Design cafeteria_range_sequencer, sky130hd; sources not shown.
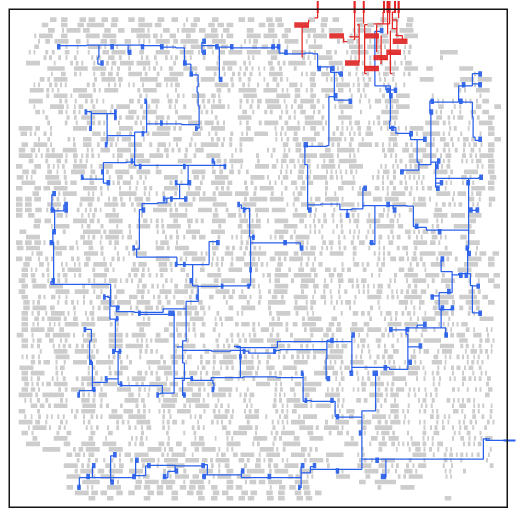
Figure 1: run 1, port wiring.
Scale: 2 px per um.
- blue: rst (bits 1; direction input; edge right; end cells 165; wire 2,570 um)
- red: tbl_count (bits 8; direction output; edge top; end cells 8; wire 236 um)
Ports: 224
port buffer count: 223

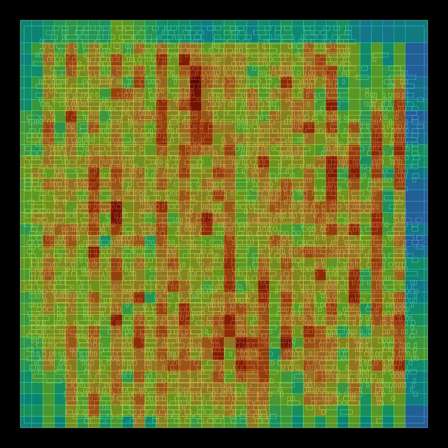
Figure 2: run 1, congestion heat map.
WL/cell: 19.0 um
met3 Resource Use GR: 0.0351
GR peak layer: met2
Final Util: 0.433

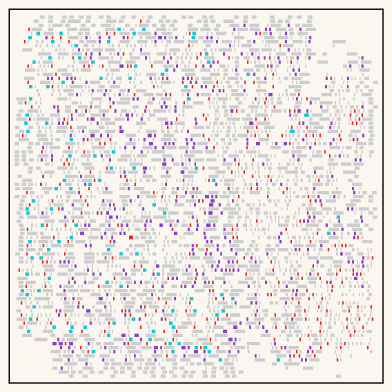
Figure 3: run 1, gate-type map.
Scale: 1.5 px per um.
- purple: inverting AOI/OAI gates (cells 457; where widely spread)
- cyan: AND-OR and OR-AND gates (cells 107)
- red: inverters (cells 341; where widely spread)
Comb/total area: 0.428
fin cells: 3,941
most numerous logic cell after layout: nand2_1

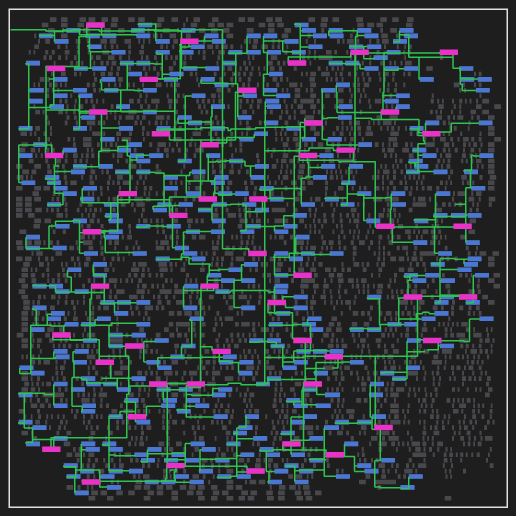
Figure 4: run 1, clock wires, drivers and flops.
Scale: 2 px per um.
- magenta: cells driving clock nets (count 49)
- green: clock wires (length 6,300 um)
- blue: flip-flops (count 400)
- routed clock nets: 50
- flops lie: widely spread
clock share of power: 0.397
skew final: 0.0319 ns
Latency at later pin: 0.60 ns
Clock Power: 4.81 mW

==> flow_metrics.env, run 1 <==
# yosys + openroad results
export IMPL_grt_pass1_wl_mm=118
export IMPL_required_ns=3.33
export IMPL_rsz0062_at_grt="no"
export IMPL_nets=3244
export IMPL_gp_congestion=0.836
export IMPL_fin_crit_sh=0.913
export IMPL_r2r_slack_ns=0.48
export IMPL_max_cap_viol_count=0
export IMPL_hp_class="input port to flop"
export IMPL_yosysCellCount=2959
export IMPL_core_area_sq_mm=0.0590
export IMPL_run_status="completed"
export IMPL_ys_types=47
export IMPL_finalSetupTns_ns=0
export IMPL_worstPathArrival_ns=3.01
export IMPL_routed_wl_mm=74.9
export IMPL_cts_buffers=49
export IMPL_syn_inst=2959
export IMPL_mux_share=0
export IMPL_worst_path_buf_inv=2
export IMPL_yosys_area_sq_mm=0.0209
export IMPL_path_class="flop to primary output"
export IMPL_hold_buffers=0
export IMPL_hold_viol=0
export IMPL_end_kind="primary output"
export IMPL_p_leak_nw=10.4
export IMPL_comb_area_sq_mm=0.0109
export IMPL_htree_levels=2
export IMPL_max_slew_margin=0.359
export IMPL_cpPeakStageDelay_ns=0.43
export IMPL_crit_path_cell_trace="inv_1 -> ha_2 -> nand2_1 -> nor2_1 -> and2_1 -> nand2_1 -> nand2_1 -> nand2_1 -> nand2_1 -> nand3_1 -> nor2_2 -> nand3_2 -> nand2_2 -> clkbuf_2"
export IMPL_hpwl_mm=53.7
export IMPL_warnings=30
export IMPL_worstPathMaxFanout=5
export IMPL_reg2regPathDepth=17
export IMPL_synthTopCellsByArea="dfxtp_1, nand2_1, nand3_1"
export IMPL_grt_max_degree=103
export IMPL_cts_sinks=400
export IMPL_yosysWarnings=0
export IMPL_fp_utilization=0.354
export IMPL_antenna_found_initial=1
export IMPL_via_per_inst=5.18
export IMPL_timing_critical_path_mode_cell="nand2_1"
export IMPL_drt_iter0_markers=821
export IMPL_dp_cells=3852
export IMPL_finalSetupViolCount=0
export IMPL_worstSetupPathDepth=14
export IMPL_final_cell_mix="nand2_1, dfxtp_1, inv_1, nand3_1, a21oi_1"
export IMPL_n_antenna_cell=0
export IMPL_cts_buffer_depth=3
export IMPL_drive_above_1_share=0.0666
export IMPL_ys_sh_xor=0.0477
export IMPL_avgSynthCellArea_sq_um=7.05
export IMPL_ir_drop_mv=0.340
export IMPL_drc=0
export IMPL_fmax_ghz=0.296
export IMPL_ys_flops=400
export IMPL_min_path_cells=2
export IMPL_aoi_share=0.155
export IMPL_grt_usage=0.243
export IMPL_rows=89
export IMPL_regArea_sq_mm=0.00801
export IMPL_clockRootBuffer="clkbuf_16"
export IMPL_die_h_um=248
export IMPL_power_density_mw_per_mm2=473
export IMPL_area_growth_pct=22.5
export IMPL_start_kind="flop"
export IMPL_die_w_um=248
export IMPL_grt_pass1_vias=21100
export IMPL_topCombFamilyByArea="simple AND/OR/NAND/NOR gates"
export IMPL_synth_top_cell_area_share=0.384
export IMPL_simple_gate_area_frac=0.272
export IMPL_whs_ns=0.196
export IMPL_vias=20400
export IMPL_syn_area_sq_mm=0.0209
export IMPL_synth_adder_area_share=0.0465
export IMPL_n_fill_cell=7366
export IMPL_die_area_sq_mm=0.0616
export IMPL_grt_ovfl_total=0
export IMPL_drtPass1Iterations=5
export IMPL_cts_tree="built"
export IMPL_crit_slowest_cell="dfxtp_1"
export IMPL_crit_family="simple AND/OR/NAND/NOR gates"
export IMPL_largest_area_cell="dfxtp_1"
export IMPL_drv_slew=0
export IMPL_fin_crit_ns=3.38
export IMPL_path_clk_slew_ns=0.06
export IMPL_postSynthSeqShare=0.384
export IMPL_ant_nets=0
export IMPL_worstMarginPinSlew_ns=0.958
[run 1: repair_timing]
action | CTS | global route
endpoints found under the hold margin | 0 | 0
pin swaps | 0 | 0
endpoints found under the setup margin | 1 | 1
gates resized | 3 | 9
buffers inserted | 0 | 0
[run 1: cell usage after synthesis (all sizes together)]
cell type,n
a21oi,300
and2,2
o21a,105
nand3b,4
nand3,335
fa,1
xnor3,1
o22ai,1
o211a,2
o21bai,1
nor3b,3
nor4,21
nor3,49
a211oi,4
nor2b,1
o21ai,140
dfxtp,400
ha,76
xnor2,32
xor2,79
buf,37
nand2,580
a221oi,1
or2,5
inv,341
clkbuf,122
a31oi,3
and3,4
o211ai,5
o2111ai,1
nor2,266
nand4,36
o221ai,1
[run 1: report_power, final]
group | internal (mW) | switching, mW
clock network | 2.81 | 1.99
registers | 4.55 | 0.280
logic | 0.840 | 1.62
total | 8.21 | 3.89
[run 1: routing by layer]
metal	track usage	part of all wire	wire length, um	vias to the layer above
li1	-	-	-	10000
met1	0.322	0.47	35100	9971
met2	0.415	0.47	35300	303
met3	0.0351	0.038	2820	103
met4	0.0609	0.023	1690	0
met5	0	0	0	-
[run 1: kinds of logic after synthesis]
| group | count (synthesis) |
|---|---|
| xor gates and xnor gates | 112 |
| adders and majority gates | 77 |
| AOI/OAI and AO/OA | 564 |
| and+or+nand+nor | 1306 |
| buffers and inverters | 500 |
| DFF | 400 |
[run 1: through the flow]
stage	power, mW	cell area [sq um]	setup WS (ns)
floorplan	6.49	20200	-2.98
global placement	7.33	24000	0.357
detailed placement	7.40	24000	0.327
CTS	12.2	25600	0.0165
global route	12.8	25600	0.104
finish	12.1	25600	0.322
[run 1: cell type report]
type | count | area share
sequential | 400 | 0.313
clock inverter | 19 | 0.00646
clock buffer | 70 | 0.0558
timing repair buffer | 279 | 0.108
multi-input combinational | 2059 | 0.428
tap | 773 | 0.0378
inverter | 341 | 0.0503
==> run 1 -> run 2 <==
--- a/config.mk
+++ b/config.mk
@@ -11,6 +11,7 @@
 export CORE_MARGIN = 2
 export CORE_UTILIZATION = 35
 export DETAILED_ROUTE_END_ITERATION = 12
+export HOLD_SLACK_MARGIN = 0.12
 export PLACE_DENSITY_LB_ADDON = 0.2
 export REMOVE_ABC_BUFFERS = 1
 export SYNTH_ARGS = -nofsm -noshare
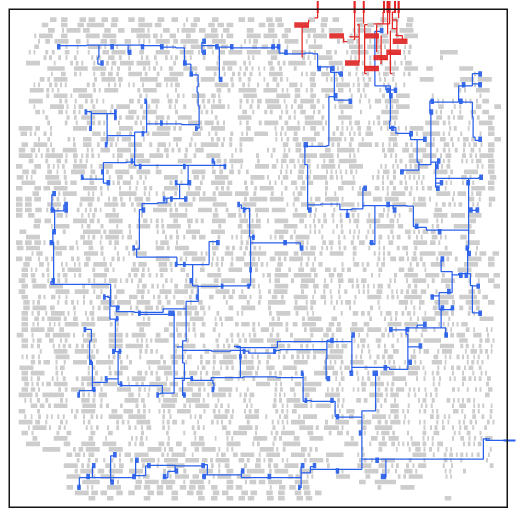
Figure 5: run 2, port wiring.
Scale: 2 px per um.
- blue: rst (bits 1; direction input; edge right; end cells 165; wire 2,570 um)
- red: tbl_count (bits 8; direction output; edge top; end cells 8; wire 236 um)

==> run 2 against run 1 <==
Effect of this change: non-clock buffer count stayed put; power stayed put; clock skew stayed put; critical path type unchanged; highest routed layer unchanged.
==> flow_metrics.env, run 2 <==
# yosys + openroad results
export IMPL_finalSetupViolCount=0
export IMPL_p_seq_frac=0.399
export IMPL_drc=0
export IMPL_ys_top_cells_by_count="nand2_1, dfxtp_1, inv_1"
export IMPL_grt_ovfl_total=0
export IMPL_clockPowerShare=0.397
export IMPL_ys_flops=400
export IMPL_path_clk_slew_ns=0.06
export IMPL_pin_count=224
export IMPL_comb_area_sq_mm=0.0109
export IMPL_dr_wl_met3_mm=2.82
export IMPL_postSynthSeqShare=0.384
export IMPL_io_buffers=223
export IMPL_yosysCellCount=2959
export IMPL_antenna_found_initial=1
export IMPL_whs_ns=0.196
export IMPL_top_layer="met4"
export IMPL_hp_class="input port to flop"
export IMPL_synth_top_cell_area_share=0.384
export IMPL_max_cap_viol_count=0
export IMPL_warnings=30
export IMPL_clock_latency_late_pin_ns=0.60
export IMPL_yosys_area_sq_mm=0.0209
export IMPL_drive_above_1_share=0.0666
export IMPL_required_ns=3.33
export IMPL_r2r_slack_ns=0.48
export IMPL_gp_congestion=0.836
export IMPL_ant_nets=0
export IMPL_wl_per_cell_um=19.0
export IMPL_n_fill_cell=7366
export IMPL_final_cell_mix="nand2_1, dfxtp_1, inv_1, nand3_1, a21oi_1"
export IMPL_path_class="flop to primary output"
export IMPL_run_status="completed"
export IMPL_htree_levels=2
export IMPL_clockRootBuffer="clkbuf_16"
export IMPL_syn_area_sq_mm=0.0209
export IMPL_p_int_mw=8.21
export IMPL_layout_top_cell_excl_fill_tap="nand2_1"
export IMPL_min_path_cells=2
export IMPL_fin_crit_sh=0.913
export IMPL_p_leak_nw=10.4
export IMPL_die_area_sq_mm=0.0616
export IMPL_start_kind="flop"
export IMPL_fin_crit_ns=3.38
export IMPL_area_growth_pct=22.5
export IMPL_avgSynthCellArea_sq_um=7.05
export IMPL_regArea_sq_mm=0.00801
export IMPL_yosysWarnings=0
export IMPL_comb_power_share=0.203
export IMPL_fin_worst_skew_ns=0.0319
export IMPL_max_slew_margin=0.359
export IMPL_drt_iter0_markers=821
export IMPL_fmax_ghz=0.296
export IMPL_rows=89
export IMPL_synthFlopType="dfxtp_1"
export IMPL_synth_edff_count=0
export IMPL_cts_buffers=49
export IMPL_routed_wl_met2_mm=35.3
export IMPL_worstPathMaxFanout=5
export IMPL_wl_met1_mm=35.1
export IMPL_grt_pass1_wl_mm=118
export IMPL_rsz0062_at_grt="no"
export IMPL_finalCoreUtilization=0.433
export IMPL_hpwl_mm=53.7
export IMPL_cts_tree="built"
export IMPL_worstMarginPinSlew_ns=0.958
export IMPL_drv_slew=0
export IMPL_largest_area_cell="dfxtp_1"
export IMPL_drtPass1Iterations=5
export IMPL_postSynth_asyncResetShare=0
export IMPL_via_per_inst=5.18
export IMPL_grt_max_degree=103
export IMPL_worstPathArrival_ns=3.01
export IMPL_p_sw_frac=0.322
export IMPL_syn_inst=2959
export IMPL_grt_pass1_vias=21100
export IMPL_n_antenna_cell=0
export IMPL_die_w_um=248
export IMPL_ir_drop_mv=0.340
export IMPL_reg2regPathDepth=17
export IMPL_cts_buffer_depth=3
export IMPL_die_h_um=248
export IMPL_hold_viol=0
export IMPL_end_kind="primary output"
export IMPL_p_switching_mw=3.89
export IMPL_hold_buffers=0
export IMPL_fp_utilization=0.354
export IMPL_synthTopCellsByArea="dfxtp_1, nand2_1, nand3_1"
export IMPL_ys_types=47
export IMPL_power_density_mw_per_mm2=473
export IMPL_nets=3244
export IMPL_cts_sinks=400
export IMPL_top_cell="nand2_1"
export IMPL_core_area_sq_mm=0.0590
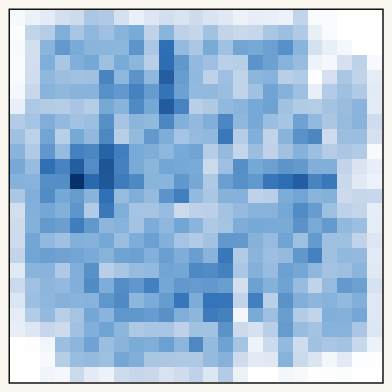
Figure 6: run 2, wiring heat map.
Scale: 1.5 px per um. The die is cut into 25 by 25 equal tiles; white is low, dark blue is high, scaled to the fullest tile. Values are wire area over tile area, all layers added.
- tiles over half the peak: 26%
- nearly empty tiles: 3.8%
- fullest tile: 0.48
- densest ninth of the die: middle left
gr usage total: 0.243
Final Routed Wirelength: 74.9 mm
Vias: 20.4k

==> run 2: metal layers <==
layer  global-route usage  vias up
met5                    0        -
li1                     -    10000
met2                0.415      303
met1                0.322     9971
met3               0.0351      103
met4               0.0609        0
==> run 2: critical path, stage by stage (launching register included) <==
cell	delay, ns
dfxtp_1	0.43
inv_1	0.12
ha_2	0.42
nand2_1	0.14
nor2_1	0.19
and2_1	0.15
nand2_1	0.09
nand2_1	0.08
nand2_1	0.05
nand2_1	0.08
nand3_1	0.09
nor2_2	0.20
nand3_2	0.10
nand2_2	0.11
clkbuf_2	0.18
==> run 2: cell families (layout without fill, tap and decap cells) <==
| logic type | after synthesis | after routing | synth area share |
|---|---|---|---|
| flip-flops | 400 | 400 | 0.384 |
| buffers and inverters | 500 | 709 | 0.0945 |
| AND/OR/NAND/NOR | 1306 | 1306 | 0.272 |
| adder cells (fa/ha/maj) | 77 | 77 | 0.0465 |
| XOR/XNOR | 112 | 112 | 0.0477 |
| AND-OR/OR-AND | 564 | 564 | 0.155 |
==> run 2: final cells by class <==
cell class | count | share of cell area
multi-input cells | 2059 | 0.428
well taps | 773 | 0.0378
clock buffers | 70 | 0.0558
inverters | 341 | 0.0503
flip-flops and latches | 400 | 0.313
repair buffers | 279 | 0.108
clock inverters | 19 | 0.00646
==> run 2: through the flow <==
| stage | setup TNS, ns | power (mW) | cell area [sq um] | worst slack, ns | instances |
|---|---|---|---|---|---|
| global route | 0 | 12.8 | 25600 | 0.104 | 3941 |
| global placement | 0 | 7.33 | 24000 | 0.357 | 3852 |
| finish | 0 | 12.1 | 25600 | 0.322 | 3941 |
| CTS | 0 | 12.2 | 25600 | 0.0165 | 3941 |
| detailed placement | 0 | 7.40 | 24000 | 0.327 | 3852 |
| floorplan | -293.86 | 6.49 | 20200 | -2.98 | 2800 |
==> run 2: power by group through the flow <==
stage	combinational [mW]	clock, mW	sequential [mW]
final	2.46	4.81	4.83
after detailed placement	2.48	0	4.93
after global routing	2.78	5.11	4.87
after global placement	2.41	0	4.92
after CTS	2.48	4.93	4.83
after floorplan	1.66	0	4.83
==> run 2: timing repair <==
| item | CTS | global route |
|---|---|---|
| endpoints found under the hold margin | 0 | 0 |
| resized | 3 | 9 |
| setup endpoints to repair | 1 | 1 |
| buffers inserted | 0 | 0 |
Power is estimated from default activity; no workload was simulated.
